Design redmule_ldst_scheduler, sky130hd; sources not shown.
Fig. 1: run 1, clock routing
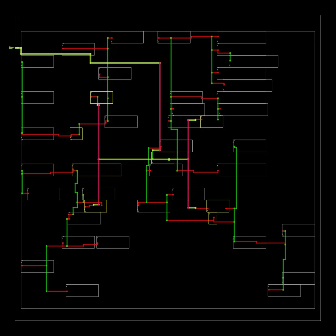
Clock Power: 173 uW
Latency at later pin: 290 ps
clock buffers: 5
Flops: 36

Fig. 2: run 1, sequential cells grouped by signal name
Bar = 20 um. Other sequential cells in the stronger gray, the rest of the logic in the fainter gray.
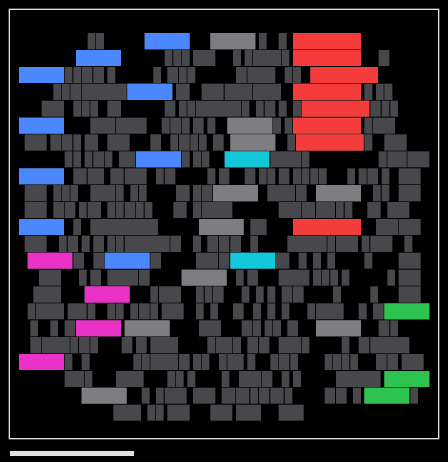
name in the netlist	color	sequential cells
`starve_q`	magenta	4
`i_route_fifo.rd_ptr_q`	cyan	2
`i_route_fifo.mem_q`	red	8
`credit_q`	blue	9
`i_route_fifo.count_q`	green	3
not colored	10
Seq/total area: 29.18%
area of all sequential standard cells: 800.8 sq um

Fig. 3: run 1, signal metal coverage by tile
The die is cut into 14 by 14 equal tiles; dark purple is low, yellow is high, scaled to the fullest tile. Values are wire area over tile area, all layers added.
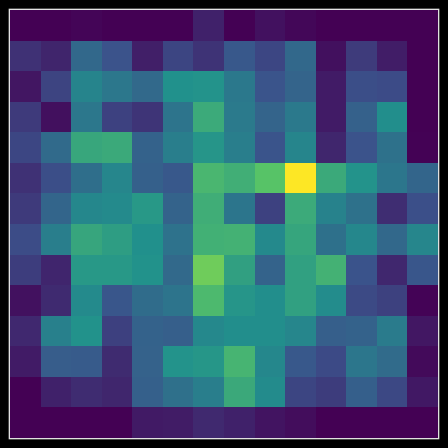
mean over tiles	0.16
densest ninth of the die	center
nearly empty tiles	13%
tiles over half the peak	18%
drt wl/cell: 12.02 um
DRT Wirelength: 4856 um
via count: 2,074
GR Util All Layers: 22.05%

Fig. 4: run 1, local utilization
Bar = 20 um. The die is cut into 7 by 7 equal tiles; dark purple is low, yellow is high, 0 to 100% covered.
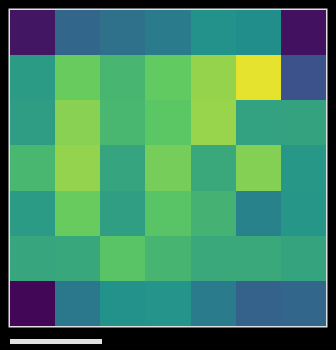
nearly empty tiles	2.0%
mean over tiles	56%
tiles over 75% full	20%
fullest tile	96%
core area: 4144 sq um
FP Util: 59.48%
post-layout util: 66.21%

==> results.yml, run 1 <==
# flow metrics
cts:
  path_clk_slew_ps: 70
  cts_max_path_buffers: 2
  ctsResizeCount: 0
  clock_sinks: 36
  htreeDepth: 2
finish:
  antenna_cells: 0
  syn_to_final_growth_pct: 11.32
  fin_nets: 381
  largest_reg_flops: 9
floorplanning:
  top_level_ports: 25
  die_h_um: 68.95
  die_area_sq_um: 4753
sta:
  finalSetupViolations: 0
  worst_slack_ps: 2743
  worst_pin_slew_ps: 563.6
  max_freq_mhz: 214.7
  fin_crit_sh_pct: 62.93
  fin_tns_setup_ps: 0
run_status:
  status: "completed"
logic_synthesis:
  synth_cell_types: 34
  postSynthSeqShare_pct: 32.49
  yosysWarnings: 0
  yosysTopAreaCell: "dfxtp_1"
  edf_count: 8
  syn_inst: 322
  most_common_cell: "nand2_1"
  avgSynthCellArea_sq_um: 7.655
  syn_nets: 350
  ys_async_sr_fraction_pct: 0
worst_setup_path:
  cpLargestDelayFamily: "simple AND/OR/NAND/NOR gates"
  crit_type: "in -> out"
  cp_common_cell: "nand3_1"
  crit_buf_inv: 4
  critPathSlowestCell: "dlygate4sd3_1"
  crit_fanout: 7
  slowest_delay_ps: 570
global_routing:
  antenna_found_initial: 0
  grt_max_degree: 13
  gr-total-overflow: 0
  first_global_vias: 1778
routing:
  remaining_drc_errors: 0
  ant_nets: 0
worst_hold_path:
  min_path_type: "reg -> reg"
  min_path_cells: 2
placed_design:
  hpwl_um: 3780
  portBuffers: 24
  pre_cts_slack_ps: 3536
power:
  ir_worst_vdd_v: 0.0001271
  finalPower_uw: 463.0
  power.density_nw_per_um2: 168.8
## run 1: area by class of cell
cell class                      count  area, sq um
Clock inverter                      3        42.54
Timing Repair Buffer               24        240.2
Fill cell                         383         1400
Buffer                              2        7.507
Multi-Input combinational cell    228         1311
Sequential cell                    36        800.8
Clock buffer                        5        68.82
Tap cell                           50        62.56
Inverter                           56        210.2
## run 1: logic make-up (layout without fill, tap and decap cells)
| kind of cell | Yosys count | count (layout) | synth area share, % |
|---|---|---|---|
| AND/OR/NAND/NOR | 166 | 166 | 37.66 |
| buffers and inverters | 58 | 90 | 8.883 |
| AND-OR/OR-AND | 44 | 44 | 10.91 |
| flip-flops | 36 | 36 | 32.49 |
| adder cells (fa/ha/maj) | 16 | 16 | 9.340 |
| XOR/XNOR | 2 | 2 | 0.7108 |
## run 1: per-stage QoR
step           cell area, sq um  std cells
6_report                   2744        404
5_1_grt                    2744        404
4_1_cts                    2879        404
3_5_place_dp               2768        396
3_3_place_gp               2768        396
2_1_floorplan              2465        322
## run 1: metal layers
metal,global-route usage [%],wire [um],up-vias
met5,0,0,-
met4,7.143,85,0
met3,6.086,231,10
met2,37.14,2274,41
met1,27.01,2264,932
li1,-,-,1091
## run 1: worst reg2reg max path: stages (launching register included)
cell	delay, ps
dfxtp_1	360
inv_1	80
ha_1	380
inv_1	110
nand2_1	110
nand3b_1	80
nand2_1	130
inv_1	60
nand3_1	100
nand3_1	120
nor2_1	480
nand2_1	180
nor2_1	310
ha_1	210
inv_1	70
fa_1	370
nor2_1	110
nor2_1	40
nand2_1	70
o21ai_0	70
a21oi_1	140
## run 1: report_power, final
| group | switching [mW] | internal [mW] | total [mW] |
|---|---|---|---|
| Clock | 0.0731 | 0.0997 | 0.173 |
| Sequential | 0.00399 | 0.205 | 0.209 |
| Combinational | 0.0507 | 0.0303 | 0.0811 |
==> run 2: changes to the inputs <==
- CORE_UTILIZATION: 55 -> 52
- PLACE_DENSITY: 0.78 -> 0.77
- clock period: 7.4 -> 4.08 ns (I/O delays scaled with it)
Fig. 5: run 2, metal layers overlaid
Two of the layers only.
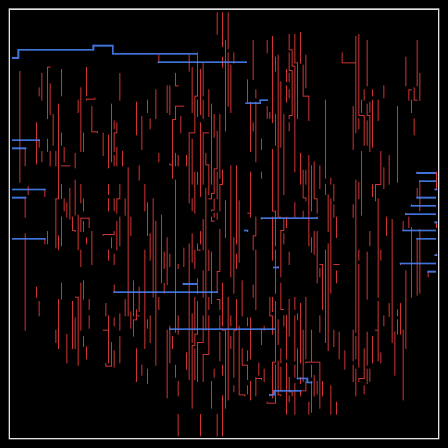
layer	color	wire length
M2	red	2,220 um
M3	blue	160 um
DRT Wirelength: 4802 um
GR Util All Layers: 21.64%

==> results.yml, run 2 <==
# flow metrics
finish:
  fillCellCount: 406
  antenna_cells: 0
  final_cells: 406
  design_area_sq_um: 2764
  largest_reg_flops: 9
logic_synthesis:
  ys_sh_adder_pct: 9.340
  ys_sh_aoi_pct: 10.91
  yosysTopAreaCell: "dfxtp_1"
  synth_cell_types: 34
  synthSimpleGateAreaFrac_pct: 37.66
  edf_count: 8
  ys_async_sr_fraction_pct: 0
floorplanning:
  fp-utilization_pct: 55.46
  coreArea_sq_um: 4444
  top_level_ports: 25
  die_area_sq_um: 5020
worst_hold_path:
  min_path_cells: 2
  min_path_type: "reg -> reg"
run_status:
  status: "completed"
sta:
  worst_pin_slew_ps: 482.9
  worst_slack_ps: 454.7
cts:
  path_clk_slew_ps: 80
  ctsResizeCount: 0
  cts_max_path_buffers: 2
placed_design:
  pre_cts_slack_ps: 537.4
  portBuffers: 24
routing:
  remaining_drc_errors: 0
  via_count: 2061
  wl_met3_um: 159
  routedWlPerCell_um: 11.83
  ant_nets: 0
  top_layer_used: "met4"
power:
  swShare_pct: 29.84
  seq_power_share_pct: 48.5
  p_int_uw: 548.7
  clkPwrFrac_pct: 32.3
global_routing:
  first_global_vias: 1908
  antenna_found_initial: 0
worst_setup_path:
  crit_fanout: 6
  crit_type: "reg -> out"
==> run 2: cell counts after synthesis <==
Identical to the previous run, type by type.
==> run 2: power groups by stage <==
stage	Sequential [mW]	Clock, mW	Combinational (mW)
6_report	0.379	0.252	0.150
5_1_grt	0.381	0.276	0.169
4_1_cts	0.379	0.261	0.168
3_5_place_dp	0.388	0	0.167
3_3_place_gp	0.387	0	0.165
2_1_floorplan	0.386	0	0.119
==> run 2: cell families after synthesis <==
family	Yosys count
AND-OR/OR-AND	44
adder cells (fa/ha/maj)	16
flip-flops	36
XOR/XNOR	2
buffers and inverters	58
AND/OR/NAND/NOR	166
==> run 2: stage by stage <==
step / util, % / hold WS, ps
2_1_floorplan: - / 278.4
3_3_place_gp: 62.33 / 288.6
3_5_place_dp: 62.33 / 295.9
4_1_cts: 64.30 / 313.8
5_1_grt: 62.19 / 353.4
6_report: 62.19 / 311.8
==> run 2: area by class of cell <==
type / instances / area (sq um) / share of cell area, %
multi-input combinational: 228 / 1353 / 48.94
sequential: 36 / 800.8 / 28.97
timing repair buffer: 24 / 240.2 / 8.692
inverter: 56 / 210.2 / 7.605
clock buffer: 5 / 68.82 / 2.490
tap: 52 / 65.06 / 2.354
clock inverter: 3 / 18.77 / 0.6790
buffer: 2 / 7.507 / 0.2716
==> run 2: critical path, stage by stage (launching register included) <==
cell and delay, ps:
dfxtp_1 350, inv_1 80, ha_1 370, inv_1 140
nand2_1 90, nand3_1 110, nand2_4 60, nor2_1 190
nand3_1 180, nand2_1 120, nand2_1 160, nand3_1 250
inv_2 70, dlygate4sd3_1 600
==> run 2: metal layers <==
metal	vias to the layer above	GRT usage (%)
met5	-	0
met1	936	28.43
met3	7	4.701
met2	33	34.72
li1	1085	-
met4	0	8.889
Power is estimated from default activity; no workload was simulated.
